## config.mk

```make
export PLATFORM = sky130hd
export DESIGN_NAME = mips_fetch_stage
export DESIGN_NICKNAME = d
export VERILOG_FILES = /design/src/rtl/mips_pkg.sv /design/src/rtl/mips_fetch_skid.sv /design/src/rtl/mips_fetch_stage.sv
export SDC_FILE = /design/constraint.sdc
export NUM_CORES = 1
export LEC_CHECK = 0
export CAP_MARGIN = 10
export CORE_MARGIN = 2
export CORE_UTILIZATION = 49
export DETAILED_ROUTE_END_ITERATION = 6
export GPL_TIMING_DRIVEN = 0
export PLACE_DENSITY = 0.85
export SLEW_MARGIN = 0
export SYNTH_ARGS = -nofsm -noshare
export SYNTH_HDL_FRONTEND = slang
export SYNTH_HIERARCHICAL = 1
export SYNTH_SLANG_ARGS = --single-unit
```

## constraint.sdc

```tcl
create_clock -name clk -period 2.1 [get_ports clk]
set_input_delay 0.315 -clock clk [delete_from_list [all_inputs] [get_ports clk]]
set_output_delay 0.315 -clock clk [all_outputs]
set_load 0.005 [all_outputs]
```

## src/rtl/mips_pkg.sv

```systemverilog
// Shared MIPS pipeline definitions: fetch FSM states, NOP encoding, reset PC and word alignment.
package mips_pkg;

  localparam int          MIPS_INSTR_W  = 32;
  localparam logic [31:0] MIPS_NOP      = 32'h0000_0000;
  localparam logic [31:0] MIPS_RESET_PC = 32'h0000_0000;

  typedef enum logic [1:0] {
    FETCH = 2'd0,
    HOLD  = 2'd1,
    DRAIN = 2'd2
  } fetch_state_e;

  function automatic logic [31:0] word_align(input logic [31:0] addr);
    return addr & 32'hFFFF_FFFC;
  endfunction

endpackage

```

## src/rtl/mips_fetch_skid.sv

```systemverilog
// One-entry skid buffer holding a fetched instruction and its PC+4 while decode is stalled.
module mips_fetch_skid
  import mips_pkg::*;
(
  input  logic                    clk,
  input  logic                    reset,
  input  logic                    i_load,
  input  logic                    i_unload,
  input  logic                    i_clear,
  input  logic [MIPS_INSTR_W-1:0] i_instr,
  input  logic [31:0]             i_pc4,
  output logic                    o_valid,
  output logic [MIPS_INSTR_W-1:0] o_instr,
  output logic [31:0]             o_pc4
);

  logic                    r_valid;
  logic [MIPS_INSTR_W-1:0] r_instr;
  logic [31:0]             r_pc4;

  // Entry storage; clear wins so a redirect can never leave a stale word behind.
  always_ff @(posedge clk or negedge reset) begin
    if (!reset) begin
      r_valid <= 1'b0;
      r_instr <= MIPS_NOP;
      r_pc4   <= 32'h0000_0000;
    end else if (i_clear) begin
      r_valid <= 1'b0;
    end else if (i_load) begin
      r_valid <= 1'b1;
      r_instr <= i_instr;
      r_pc4   <= i_pc4;
    end else if (i_unload) begin
      r_valid <= 1'b0;
    end
  end

  assign o_valid = r_valid;
  assign o_instr = r_instr;
  assign o_pc4   = r_pc4;

endmodule

```

## src/rtl/mips_fetch_stage.sv

```systemverilog
// MIPS instruction-fetch stage: PC, imem handshake, skid buffer and IF/ID register.
// Optional MIPS_FETCH_PERF_EN adds fetched/stall/flush performance counters.
module mips_fetch_stage
  import mips_pkg::*;
#(
  parameter logic [31:0] RESET_PC = MIPS_RESET_PC
) (
  input  logic                    clk,
  input  logic                    reset,
  output logic                    imem_req,
  output logic [31:0]             imem_addr,
  input  logic                    imem_ready,
  input  logic [MIPS_INSTR_W-1:0] imem_rdata,
  input  logic                    stall_f,
  input  logic                    redirect,
  input  logic [31:0]             redirect_pc,
  output logic [MIPS_INSTR_W-1:0] instr_d,
  output logic [31:0]             pc_plus4_d,
  output logic                    valid_d
`ifdef MIPS_FETCH_PERF_EN
  ,
  output logic [31:0]             perf_fetched,
  output logic [31:0]             perf_stall_cycles,
  output logic [31:0]             perf_flushes
`endif
);

  fetch_state_e            r_state, w_state_nxt;
  logic [31:0]             r_pc, r_tgt, r_pc4;
  logic [MIPS_INSTR_W-1:0] r_instr;
  logic                    r_valid, r_req;

  logic [31:0]             w_pc_nxt, w_tgt_nxt, w_pc_plus4, w_redir_pc, w_ifid_pc4;
  logic [MIPS_INSTR_W-1:0] w_ifid_instr, w_skid_instr;
  logic [31:0]             w_skid_pc4;
  logic                    w_ifid_load, w_ifid_clr, w_accept;
  logic                    w_skid_load, w_skid_unload, w_skid_clear, w_skid_valid;

  assign w_pc_plus4 = r_pc + 32'd4;
  assign w_redir_pc = word_align(redirect_pc);
  assign w_accept   = r_req & imem_ready;

  mips_fetch_skid u_skid (
    .clk      (clk),
    .reset    (reset),
    .i_load   (w_skid_load),
    .i_unload (w_skid_unload),
    .i_clear  (w_skid_clear),
    .i_instr  (imem_rdata),
    .i_pc4    (w_pc_plus4),
    .o_valid  (w_skid_valid),
    .o_instr  (w_skid_instr),
    .o_pc4    (w_skid_pc4)
  );

  // Next-state, PC and IF/ID control; redirect outranks stall and any response.
  always_comb begin
    w_state_nxt   = r_state;
    w_pc_nxt      = r_pc;
    w_tgt_nxt     = r_tgt;
    w_ifid_load   = 1'b0;
    w_ifid_clr    = 1'b0;
    w_ifid_instr  = imem_rdata;
    w_ifid_pc4    = w_pc_plus4;
    w_skid_load   = 1'b0;
    w_skid_unload = 1'b0;
    w_skid_clear  = 1'b0;
    case (r_state)
      FETCH: begin
        if (redirect) begin
          w_ifid_clr   = 1'b1;
          w_skid_clear = 1'b1;
          if (r_req && !imem_ready) begin
            // Memory still owes a response on the old address: park the target.
            w_tgt_nxt   = w_redir_pc;
            w_state_nxt = DRAIN;
          end else begin
            w_pc_nxt = w_redir_pc;
          end
        end else if (w_accept) begin
          w_pc_nxt = w_pc_plus4;
          if (stall_f) begin
            w_skid_load = 1'b1;
            w_state_nxt = HOLD;
          end else begin
            w_ifid_load = 1'b1;
          end
        end else if (!stall_f) begin
          w_ifid_clr = 1'b1;
        end else begin
          w_ifid_clr = 1'b0;
        end
      end
      HOLD: begin
        if (redirect) begin
          w_ifid_clr   = 1'b1;
          w_skid_clear = 1'b1;
          w_pc_nxt     = w_redir_pc;
          w_state_nxt  = FETCH;
        end else if (!stall_f) begin
          w_ifid_load   = w_skid_valid;
          w_ifid_instr  = w_skid_instr;
          w_ifid_pc4    = w_skid_pc4;
          w_skid_unload = 1'b1;
          w_state_nxt   = FETCH;
        end else begin
          w_state_nxt = HOLD;
        end
      end
      DRAIN: begin
        w_ifid_clr = 1'b1;
        if (redirect) begin
          w_tgt_nxt = w_redir_pc;
          if (imem_ready) begin
            w_pc_nxt    = w_redir_pc;
            w_state_nxt = FETCH;
          end else begin
            w_state_nxt = DRAIN;
          end
        end else if (imem_ready) begin
          w_pc_nxt    = r_tgt;
          w_state_nxt = FETCH;
        end else begin
          w_state_nxt = DRAIN;
        end
      end
      default: begin
        w_state_nxt = FETCH;
      end
    endcase
  end

  // FSM, PC and request register; request stays low during reset and while holding.
  always_ff @(posedge clk or negedge reset) begin
    if (!reset) begin
      r_state <= FETCH;
      r_pc    <= RESET_PC;
      r_tgt   <= RESET_PC;
      r_req   <= 1'b0;
    end else begin
      r_state <= w_state_nxt;
      r_pc    <= w_pc_nxt;
      r_tgt   <= w_tgt_nxt;
      r_req   <= (w_state_nxt != HOLD);
    end
  end

  // IF/ID pipeline register.
  always_ff @(posedge clk or negedge reset) begin
    if (!reset) begin
      r_instr <= MIPS_NOP;
      r_pc4   <= 32'h0000_0000;
      r_valid <= 1'b0;
    end else if (w_ifid_clr) begin
      r_instr <= MIPS_NOP;
      r_valid <= 1'b0;
    end else if (w_ifid_load) begin
      r_instr <= w_ifid_instr;
      r_pc4   <= w_ifid_pc4;
      r_valid <= 1'b1;
    end
  end

  assign imem_req   = r_req;
  assign imem_addr  = r_pc;
  assign instr_d    = r_instr;
  assign pc_plus4_d = r_pc4;
  assign valid_d    = r_valid;

`ifdef MIPS_FETCH_PERF_EN
  logic [31:0] r_perf_fetched, r_perf_stall, r_perf_flush;

  // Free-running event counters, wrapping on overflow.
  always_ff @(posedge clk or negedge reset) begin
    if (!reset) begin
      r_perf_fetched <= 32'd0;
      r_perf_stall   <= 32'd0;
      r_perf_flush   <= 32'd0;
    end else begin
      r_perf_fetched <= r_perf_fetched + {31'd0, (w_ifid_load & ~w_ifid_clr)};
      r_perf_stall   <= r_perf_stall + {31'd0, stall_f};
      r_perf_flush   <= r_perf_flush + {31'd0, redirect};
    end
  end

  assign perf_fetched      = r_perf_fetched;
  assign perf_stall_cycles = r_perf_stall;
  assign perf_flushes      = r_perf_flush;
`endif

endmodule

```

==> impl_metrics.json, run 1 <==
{
  "status": "finished, violations left",
  "violations": "negative setup slack",
  "bufAreaShareNonClock": 0.2125,
  "start_kind": "flip-flop",
  "async_flop_share": 1.000,
  "logic_gate_count": 662,
  "openroad.warnings": 36,
  "path_buffers": 2,
  "setup_violations": 57,
  "critPathMaxStageDelay_ns": 0.39,
  "ys_top_logic_family": "AND-OR/OR-AND gates",
  "path_clk_slew_ns": 0.08,
  "flops": 193,
  "synthesis.area_um2": 10040,
  "viasPerCell": 6.123,
  "grt_first_pass_wirelength_um": 48440,
  "power_frac_clock": 0.167,
  "utilization": 0.6968,
  "fmax_mhz": 460.2,
  "seq_power_share": 0.338,
  "ff_latch_area_um2": 4860,
  "timing.final.ws_setup_ns": -0.07321,
  "fillerInstances": 1344,
  "p_sw_frac": 0.3836,
  "nClkBuffers": 17,
  "grt_overflow": 0,
  "p_sw_mw": 7.641,
  "core-area_um2": 20170,
  "final_area_um2": 14050,
  "sh_comb_area": 0.3682,
  "largestClassByArea": "logic gates",
  "ant_nets": 0,
  "power_mw": 19.92,
  "avgSynthCellArea_um2": 10.56,
  "comb_power_mw": 9.85,
  "synthCells": 951,
  "signal_buffers": 299,
  "worstReg2RegEnd": "u_skid/o_pc4[30]",
  "drcViolationCount": 0,
  "chip_area_um2": 21650,
  "hold_class": "reg -> reg",
  "gp_congestion": 0.9369,
  "maxPowerGroup": "combinational cells"
}
[run 1: synth_stat cells (15+ instances only)]
cell type  instances  area, µm²
xnor2_1           16      140.1
dfrtp_1          193       4830
mux2_4            60      900.9
a21oi_1           43      215.2
nand3_1           19      95.09
inv_1             23      86.33
clkbuf_1          39      146.4
o21ai_0           55      275.3
nor2_1            63      236.5
mux2_2            36      405.4
buf_2             17      85.08
and3_1            17      106.4
nand2_1          126      473.0
a311oi_1          34      297.8
mux2i_1           15      150.1
[run 1: metal layers]
| layer | vias up | wire length (µm) | GRT usage | share of wire |
|---|---|---|---|---|
| li1 | 3931 | - | - | - |
| met1 | 4448 | 13000 | 0.3893 | 0.39 |
| met2 | 573 | 15730 | 0.4612 | 0.48 |
| met3 | 110 | 2870 | 0.04596 | 0.087 |
| met4 | 0 | 1321 | 0.1183 | 0.040 |
| met5 | - | 0 | 0 | 0 |
[run 1: registers in the layout, indices dropped and copies added, names as in the netlist]
| signal | count |
|---|---|
| r_tgt | 30 |
| u_skid/o_pc4 | 32 |
| pc_plus4_d | 32 |
| imem_req | 1 |
| instr_d | 32 |
| u_skid/o_instr | 32 |
| valid_d | 1 |
| u_skid/o_valid | 1 |
| imem_addr | 30 |
| r_state | 2 |
[run 1: cells by family after synthesis]
| group | after synthesis |
|---|---|
| mux | 111 |
| buf+inv | 99 |
| simple gates | 285 |
| other cells | 1 |
| fa+ha+maj | 5 |
| flops | 193 |
| compound gates | 231 |
| xor+xnor | 26 |
[run 1: repair_timing]
item,in CTS,in global routing
cloned,2,8
setup endpoints to repair,186,186
endpoints found under the hold margin,107,0
buffers inserted,30,30
resized,126,100
pin swaps,14,25
hold buffers,1,0
Fig. 1: run 1, signal wires on met1
Cells faint in the background.
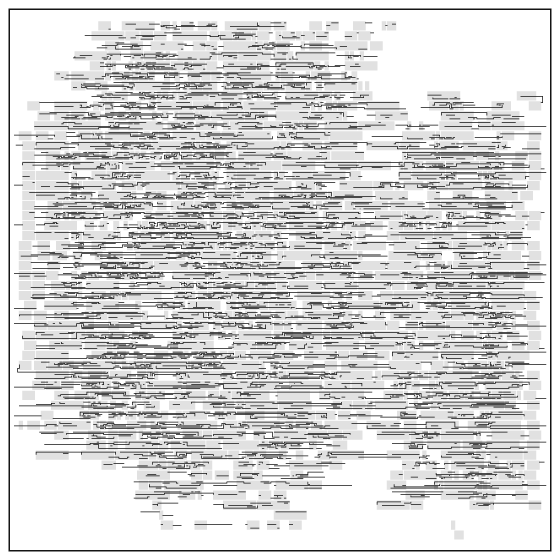
nets with wire on the layer	1153
main direction	horizontal
vias after detailed routing: 9062
routed wire length: 32920 µm
met1 Resource Use GR: 0.3893

Fig. 2: run 1, metal 2
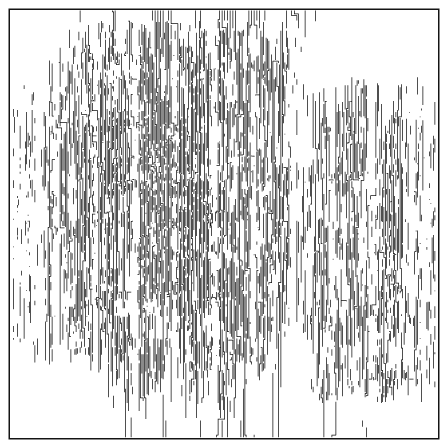
nets with wire on the layer	1144
longest straight run	55.9 µm
main direction	vertical
share of all routed wire	48%
wire length on this layer	15700 µm
met2 Track Usage GR: 0.4612

Fig. 3: run 1, met4 routing
Cells faint in the background.
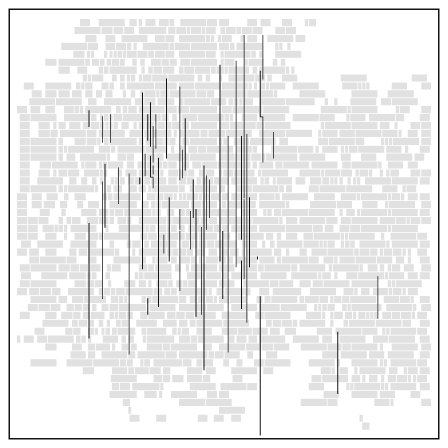
share of all routed wire	4.0%
wire length on this layer	1320 µm

==> run 1 -> run 2 <==
CORE_ASPECT_RATIO = 1.25   (was unset)
CTS_CLUSTER_SIZE = 20   (was unset)
==> run 2 against run 1 <==
Compared with the run above:
- the run still ends with negative setup slack left
- highest routed layer unchanged
- largest power group unchanged
- via count down 3.6%
- first-iteration DRC count is 31% lower
- core utilization shrank 1.9 points
- critical path type unchanged
- sequential share of layout area up 1.1 points
- global-route usage down 0.11 points
==> impl_metrics.json, run 2 <==
{
  "tritoncts": "done",
  "sh_comb_area": 0.3735,
  "synthMostInstantiatedCell": "dfrtp_1",
  "openroad.warnings": 36,
  "signal_buffers": 281,
  "status": "finished, violations left",
  "ff_latch_area_um2": 4853,
  "preCtsSetupSlack_ns": -0.7619,
  "drcViolationCount": 0,
  "timing.final.ws_setup_ns": -0.05428,
  "async_flop_share": 1.000,
  "power_mw": 19.26,
  "fillerInstances": 1458,
  "start_kind": "flip-flop",
  "path_clk_slew_ns": 0.08,
  "largestClassByArea": "logic gates",
  "setup_violations": 4,
  "chip_area_um2": 21660,
  "bufAreaShareNonClock": 0.1953,
  "fmax_mhz": 464.2,
  "avgSynthCellArea_um2": 10.56,
  "violations": "negative setup slack",
  "utilization": 0.6773,
  "grt_overflow": 0,
  "flops": 193,
  "synth.cells.most_frequent": "dfrtp_1, nand2_1, nor2_1, mux2_4, o21ai_0",
  "final_area_um2": 13620,
  "die_w_um": 132.0,
  "num_vias": 8732,
  "hold_class": "in -> async",
  "logic_gate_count": 663,
  "netlist.area_leader.share": 0.4810,
  "nClkBuffers": 18,
  "synthesis.area_um2": 10040,
  "gp_congestion": 0.9447,
  "worstReg2RegEnd": "pc_plus4_d[21]",
  "ant_nets": 0,
  "netlist_top_cells_area": "dfrtp_1, mux2_4, nand2_1"
}
-- run 2: cell counts after synthesis --
No cell type changed its count.
-- run 2: critical path, cell delays in order, from the launching register on --
cell and delay, ns:
dfrtp_1 0.50, and4_4 0.30, nand4_4 0.18, or4_4 0.56
xnor2_2 0.18, a221o_1 0.32
-- run 2: repair_timing --
action	CTS	global route
hold buffers	1	0
gates cloned	3	0
pin swaps	24	20
setup buffers	26	22
setup endpoints to repair	183	184
endpoints found under the hold margin	90	0
gates resized	135	75
-- run 2: cell families after synthesis --
kind of cell | count (synthesis) | synth area share
adder cells (fa/ha/maj) | 5 | 0.006231
flip-flops | 193 | 0.4810
buffers and inverters | 99 | 0.05134
AND-OR/OR-AND | 231 | 0.1596
XOR/XNOR | 26 | 0.02268
AND/OR/NAND/NOR | 285 | 0.1337
other | 1 | 0.0003735
multiplexers | 111 | 0.1450
-- run 2: where the power goes --
group,internal (mW),switching (mW),total [mW]
Combinational,4.91,4.40,9.31
Sequential,5.37,1.32,6.69
Clock,1.71,1.55,3.26
Total,12.0,7.27,19.3
-- run 2: routing by layer --
metal,vias up,track usage,share of wire
li1,3896,-,-
met1,4317,0.3428,0.39
met2,430,0.5019,0.51
met3,89,0.04506,0.063
met4,0,0.1398,0.041
met5,-,0,0
-- run 2: worst max path at each step --
| stage | slack [ns] | endpoint | depth (start not counted) | startpoint |
|---|---|---|---|---|
| after floorplan | -0.01 | pc_plus4_d[21] | 9 | r_state[0] |
| after global placement | -7.29 | instr_d[8] | 1 | reset |
| after detailed placement | -0.76 | instr_d[25] | 10 | r_state[1] |
| after CTS | -0.05 | pc_plus4_d[14] | 9 | r_state[0] |
| after global routing | -0.1 | pc_plus4_d[28] | 7 | imem_addr[5] |
| final | -0.05 | pc_plus4_d[21] | 5 | imem_addr[8] |
Fig. 4: run 2, signal wires on met1
Cells faint in the background.
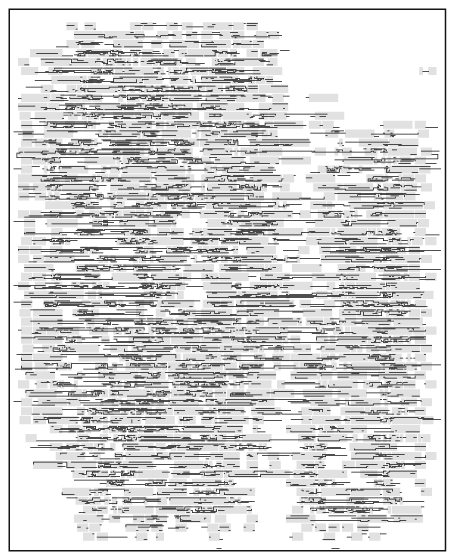
share of all routed wire	39%
longest straight run	31.3 µm

Power is estimated from default activity; no workload was simulated.
